<file path="src/rtl/bcd_timer_pkg.sv">
// Shared constants and helpers for the BCD timer: seven-segment table,
// per-digit modulus and the BCD digit type.
package bcd_timer_pkg;

  typedef logic [3:0] bcd_t;

  // Active-high segment patterns, bit 0 = a ... bit 6 = g
  localparam logic [6:0] SEG_0 = 7'b0111111;
  localparam logic [6:0] SEG_1 = 7'b0000110;
  localparam logic [6:0] SEG_2 = 7'b1011011;
  localparam logic [6:0] SEG_3 = 7'b1001111;
  localparam logic [6:0] SEG_4 = 7'b1100110;
  localparam logic [6:0] SEG_5 = 7'b1101101;
  localparam logic [6:0] SEG_6 = 7'b1111101;
  localparam logic [6:0] SEG_7 = 7'b0000111;
  localparam logic [6:0] SEG_8 = 7'b1111111;
  localparam logic [6:0] SEG_9 = 7'b1101111;

  // Even digits count 0..9, odd digits 0..5 (ss, mm:ss, ...)
  function automatic int digit_mod(input int i);
    return (i % 2 == 0) ? 10 : 6;
  endfunction

  // Digits never exceed 9, so the blank default is only for completeness
  function automatic logic [6:0] seg_decode(input bcd_t d);
    case (d)
      4'd0:    return SEG_0;
      4'd1:    return SEG_1;
      4'd2:    return SEG_2;
      4'd3:    return SEG_3;
      4'd4:    return SEG_4;
      4'd5:    return SEG_5;
      4'd6:    return SEG_6;
      4'd7:    return SEG_7;
      4'd8:    return SEG_8;
      4'd9:    return SEG_9;
      default: return 7'b0000000;
    endcase
  endfunction

endpackage

</file>
<file path="src/rtl/bcd_timer_digit.sv">
// One BCD digit of modulus MOD: increments/decrements when enabled, loads a
// clamped preset, and reports carry/borrow out when it is at its terminal value.
module bcd_digit
  import bcd_timer_pkg::*;
#(
  parameter int MOD = 10
) (
  input  logic clk_i,
  input  logic rst_ni,
  input  logic en_i,
  input  logic up_i,
  input  logic load_i,
  input  bcd_t d_i,
  output bcd_t q_o,
  output logic cy_o
);

  localparam bcd_t QMAX = bcd_t'(MOD - 1);

  bcd_t q_q, q_d;
  logic term;

  // Terminal value depends on direction: max when counting up, 0 when down
  assign term = up_i ? (q_q == QMAX) : (q_q == 4'd0);
  assign cy_o = en_i & term;
  assign q_o  = q_q;

  // Next digit value: load (clamped) beats a count step
  always_comb begin
    q_d = q_q;
    if (load_i)
      q_d = (d_i > QMAX) ? QMAX : d_i;
    else if (en_i) begin
      if (up_i) q_d = term ? 4'd0 : q_q + 4'd1;
      else      q_d = term ? QMAX : q_q - 4'd1;
    end
  end

  // Digit register with synchronous active-low reset
  always_ff @(posedge clk_i) begin
    if (!rst_ni) q_q <= '0;
    else         q_q <= q_d;
  end

endmodule

</file>
<file path="src/rtl/bcd_timer.sv">
// Parametrised BCD timer/counter: prescaler, chain of bcd_digit instances
// enabled by carry, registered tick/wrap pulses and a zero flag.
// Define BCD_TIMER_SEG_EN to generate the seg port and per-digit decoders.
module bcd_timer
  import bcd_timer_pkg::*;
#(
  parameter int NUM_DIGITS = 4,
  parameter int TICK_DIV   = 50_000_000,
  parameter int DOWN_STOP  = 0
) (
  input  logic                    clk,
  input  logic                    reset,
  input  logic                    run,
  input  logic                    up,
  input  logic                    load,
  input  logic [4*NUM_DIGITS-1:0] preset,
  output logic [4*NUM_DIGITS-1:0] bcd,
`ifdef BCD_TIMER_SEG_EN
  output logic [7*NUM_DIGITS-1:0] seg,
`endif
  output logic                    tick,
  output logic                    wrap,
  output logic                    zero
);

  localparam int            PW   = (TICK_DIV > 1) ? $clog2(TICK_DIV) : 1;
  localparam logic [PW-1:0] PMAX = PW'(TICK_DIV - 1);

  logic [PW-1:0]         presc_q, presc_d;
  logic                  tick_q, wrap_q;
  logic [NUM_DIGITS-1:0] en, cy;
  logic                  at_end, step, hold;

  assign at_end = (presc_q == PMAX);
  // A load on the step edge swallows the step
  assign step   = run & at_end & ~load;
  // Down-stop: freeze at all-zero, but the tick still fires
  assign hold   = (DOWN_STOP != 0) & ~up & zero;
  assign en[0]  = step & ~hold;

  genvar g;
  generate
    for (g = 0; g < NUM_DIGITS; g++) begin : g_dig
      if (g > 0) begin : g_chain
        assign en[g] = cy[g-1];
      end
      bcd_digit #(.MOD(digit_mod(g))) u_dig (
        .clk_i  (clk),
        .rst_ni (reset),
        .en_i   (en[g]),
        .up_i   (up),
        .load_i (load),
        .d_i    (preset[4*g +: 4]),
        .q_o    (bcd[4*g +: 4]),
        .cy_o   (cy[g])
      );
`ifdef BCD_TIMER_SEG_EN
      assign seg[7*g +: 7] = seg_decode(bcd[4*g +: 4]);
`endif
    end
  endgenerate

  assign zero = (bcd == '0);
  assign tick = tick_q;
  assign wrap = wrap_q;

  // Prescaler next state: cleared by load, frozen while paused
  always_comb begin
    presc_d = presc_q;
    if (load)
      presc_d = '0;
    else if (run)
      presc_d = at_end ? '0 : presc_q + 1'b1;
  end

  // Prescaler and pulse registers; wrap means the carry left the top digit
  always_ff @(posedge clk) begin
    if (!reset) begin
      presc_q <= '0;
      tick_q  <= 1'b0;
      wrap_q  <= 1'b0;
    end else begin
      presc_q <= presc_d;
      tick_q  <= step;
      wrap_q  <= step & cy[NUM_DIGITS-1];
    end
  end

endmodule

</file>
<file path="config.mk">
export PLATFORM = sky130hd
export DESIGN_NAME = bcd_timer
export DESIGN_NICKNAME = d
export VERILOG_FILES = /design/src/rtl/bcd_timer_pkg.sv /design/src/rtl/bcd_timer_digit.sv /design/src/rtl/bcd_timer.sv
export SDC_FILE = /design/constraint.sdc
export NUM_CORES = 1
export LEC_CHECK = 0
export CORE_MARGIN = 2
export CORE_UTILIZATION = 59
export DETAILED_ROUTE_END_ITERATION = 10
export PLACE_DENSITY_LB_ADDON = 0.12
export SYNTH_ARGS = -nofsm -noshare
export SYNTH_HDL_FRONTEND = slang
export SYNTH_SLANG_ARGS = --single-unit
</file>
<file path="constraint.sdc">
create_clock -name clk -period 6.12 [get_ports clk]
set_clock_uncertainty 0.15 [all_clocks]
set_input_delay 0.918 -clock clk [delete_from_list [all_inputs] [get_ports clk]]
set_output_delay 0.918 -clock clk [all_outputs]
set_load 0.05 [all_outputs]
</file>
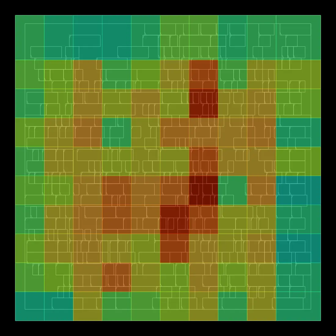
(images/final_congestion.png)
Most Used Layer, Global Route: met2
GRT Total Usage: 25.9%
GRT met2 Usage: 45.8%
wire per inst: 15.1 um

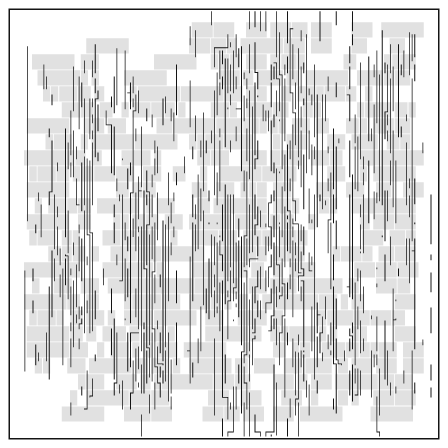
(images/met2.png)
Cells faint in the background.
nets with wire on the layer = 344
wire length on this layer = 3290 um
main direction = vertical
share of all routed wire = 50%
via count: 2610
routed wire length: 6530 um

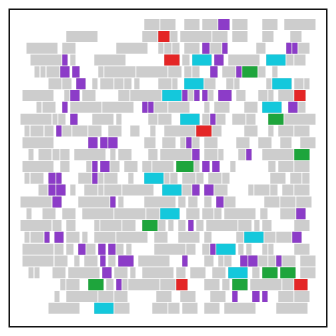
(images/gate_families.png)
purple -> NAND gates  # cells 64, most used nand2_1, where widely spread
red -> AND-OR and OR-AND gates  # cells 6, most used o21a_1
cyan -> adder and majority cells  # cells 14, most used ha_1
green -> multiplexers  # cells 9, most used mux2i_1
Commonest Layout Cell: dfxtp_1
Finished Layout Cells: 433
Comb area share: 53.6%

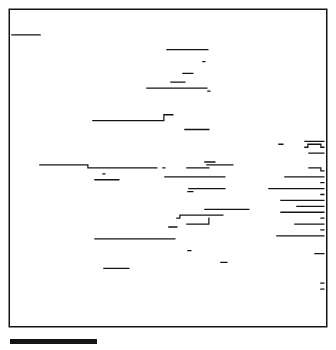
(images/met3.png)
The bar under the picture is 20 um long.
main direction = horizontal
share of all routed wire = 4.2%
wire length on this layer = 277 um
nets with wire on the layer = 36
longest straight run = 18.4 um
met3 GRT Util: 5.11%

==> changes_impl.md <==
### Changed

- Worst Hold Class: reg -> reg
- Clock Sinks: approximately 44
- Combinational Power Share: a little over a fifth
- Switching Share: ~30%
- Placeable Area: around 4600 sq um
- Cell area after layout: approximately 3300 sq um
- Syn Inst Count: around 350
- Crit start category: input port
- # DRC: 0
- Unrepaired setup endpoints after global routing: no
- Clock slew at reported path FFs: ~90 ps
- PwrDens: ~190 nW/um^2
- Antenna fix cells: 0
- Max FO, Critical Path: 7
- Post_cts resized: 0
- Fin. Hold Viols: 0
- # Cells Yosys: roughly 350
- Fmax: just under 300 MHz
- Crit Path Class: in -> reg
- Static leakage: 1.16 nW
- Sequential area share after synthesis: a little under a third
- Max IR drop VDD: ~0.00016 V
- IO Pins: 40
- Worst path required time: between 6000 and 7000 ps
- Clock buffer depth: 2
- Nets@finish: roughly 410
- Syn nets: slightly below 400
- Port Buffers: 39
- Number of global-route vias before repair: 2440
- Grt ovf: 0
- Synthesis Warnings: 0
- Crit path arrival time: ~3500 ps
- R2R Setup Slk: between 3000 and 4000 ps
- Int Power: between 0.4 and 0.5 mW
- Status: finished clean
- Area of the die: between 5000 and 6000 sq um
- Syn Std Cell Area: ~2800 sq um
- 1st-pass router iterations: 4
- Crit end category: flop
- Clk root buf: clkbuf_8
- Hold_sp: presc_q[5]$_SDFFE_PP0P_
- Clk pwr share: approximately 30%
- Post-synthesis async set-or-reset flop share: 0%
- Top cell area share: around a third
- H-Tree Level Count: 2
- Final setup viols: 0
- Post-route ant nets: 0
- Syn avg cell area: approximately 8.0 sq um
- Tightest Pin Transition: around 1000 ps
- Number of max-cap violations: 0
- Placed Area: 3170 sq um
- Sw Pwr: 0.185 mW
- TritonCTS clock tree: done
- Distinct lib cells used: 53
- Latency at later pin: approximately 300 ps
- P&R area growth vs syn: 16.9%
- Largest area contributor in the netlist: dfxtp_1
- Post-CTS Setup Repair Bufs: 0
- DR vias/cell: about 6
- Total CTS buffers: 5
- Most frequent cell after synthesis: dfxtp_1
- Top cells by area: dfxtp_1 32%, ha_1 6.3%, xor2_1 5.0%, nor2_1 4.7%, nand2_1 3.8%
- EDFF count, synth: 0
- CP Launch Point: run
- Setup crit end: g_dig[1].u_dig.q_o[3]$_SDFFE_PN0P_
- Reg2reg end: g_dig[1].u_dig.q_o[3]$_SDFFE_PN0P_
- GP Congestion: ~0.9
-- final cells by class --
class	count	area [sq um]
Fill cell	408	1370
Inverter	20	75.1
Multi-Input combinational cell	267	1750
Tap cell	54	67.6
Timing Repair Buffer	40	398
Clock buffer	8	90.1
Sequential cell	44	881
-- routing by layer --
layer,up-vias,part of all wire (%),track usage (%)
met2,64,50,45.8
met1,1220,44,31.7
met5,-,0,0
met4,0,1.8,7.82
met3,13,4.2,5.11
li1,1313,-,-
-- registers in the layout (all words and copies together) (netlist names) --
register	count
wrap	1
g_dig.u_dig.q_o	16
presc_q	26
tick	1
-- power by group through the flow --
stage	sequential, mW	clock, mW	combinational, mW
6_report	0.307	0.186	0.130
5_1_grt	0.309	0.208	0.141
4_1_cts	0.307	0.193	0.130
3_5_place_dp	0.314	0	0.129
3_3_place_gp	0.314	0	0.127
2_1_floorplan	0.332	0	0.0678
-- worst min path at each step --
stage | end | slack (ps) | depth (start not counted)
2_1_floorplan | presc_q[5]$_SDFFE_PP0P_ | 330 | 2
3_3_place_gp | presc_q[25]$_SDFFE_PP0P_ | 340 | 2
3_5_place_dp | presc_q[5]$_SDFFE_PP0P_ | 360 | 2
4_1_cts | presc_q[5]$_SDFFE_PP0P_ | 380 | 2
5_1_grt | presc_q[5]$_SDFFE_PP0P_ | 390 | 2
6_report | presc_q[5]$_SDFFE_PP0P_ | 380 | 2
-- worst max-delay path: stages --
cell and delay [ps]:
clkdlybuf4s50_1 640, nand3_2 150, or4_4 590, nor3b_1 780, o21ai_0 250, mux2i_1 170
-- cells in the final DEF (no fill, tap or decap), drive strengths merged, types with 9 or more instances in the layout --
| master | count |
|---|---|
| nor3 | 9 |
| a21oi | 15 |
| xor2 | 16 |
| nand4 | 11 |
| clkdlybuf4s50 | 39 |
| xnor2 | 12 |
| nand2 | 28 |
| inv | 20 |
| dfxtp | 44 |
| nand3 | 18 |
| nor4 | 9 |
| ha | 14 |
| nor2 | 35 |
| o21ai | 16 |
-- through the flow --
step | setup slack, ps | std cells | total power [mW]
4_1_cts | 2730 | 433 | 0.630
5_1_grt | 2600 | 433 | 0.658
3_3_place_gp | 2480 | 425 | 0.441
6_report | 2660 | 433 | 0.624
2_1_floorplan | 3150 | 350 | 0.400
3_5_place_dp | 2410 | 425 | 0.442
-- logic make-up after synthesis --
logic type / share of synthesized area, %
and+or+nand+nor: 29.8
muxes: 3.28
adders and majority gates: 6.29
AOI/OAI and AO/OA: 14.5
buffers and inverters: 5.70
xor gates and xnor gates: 8.80
DFF: 31.6
No activity file was given, so power comes from the tool's default toggle rates.
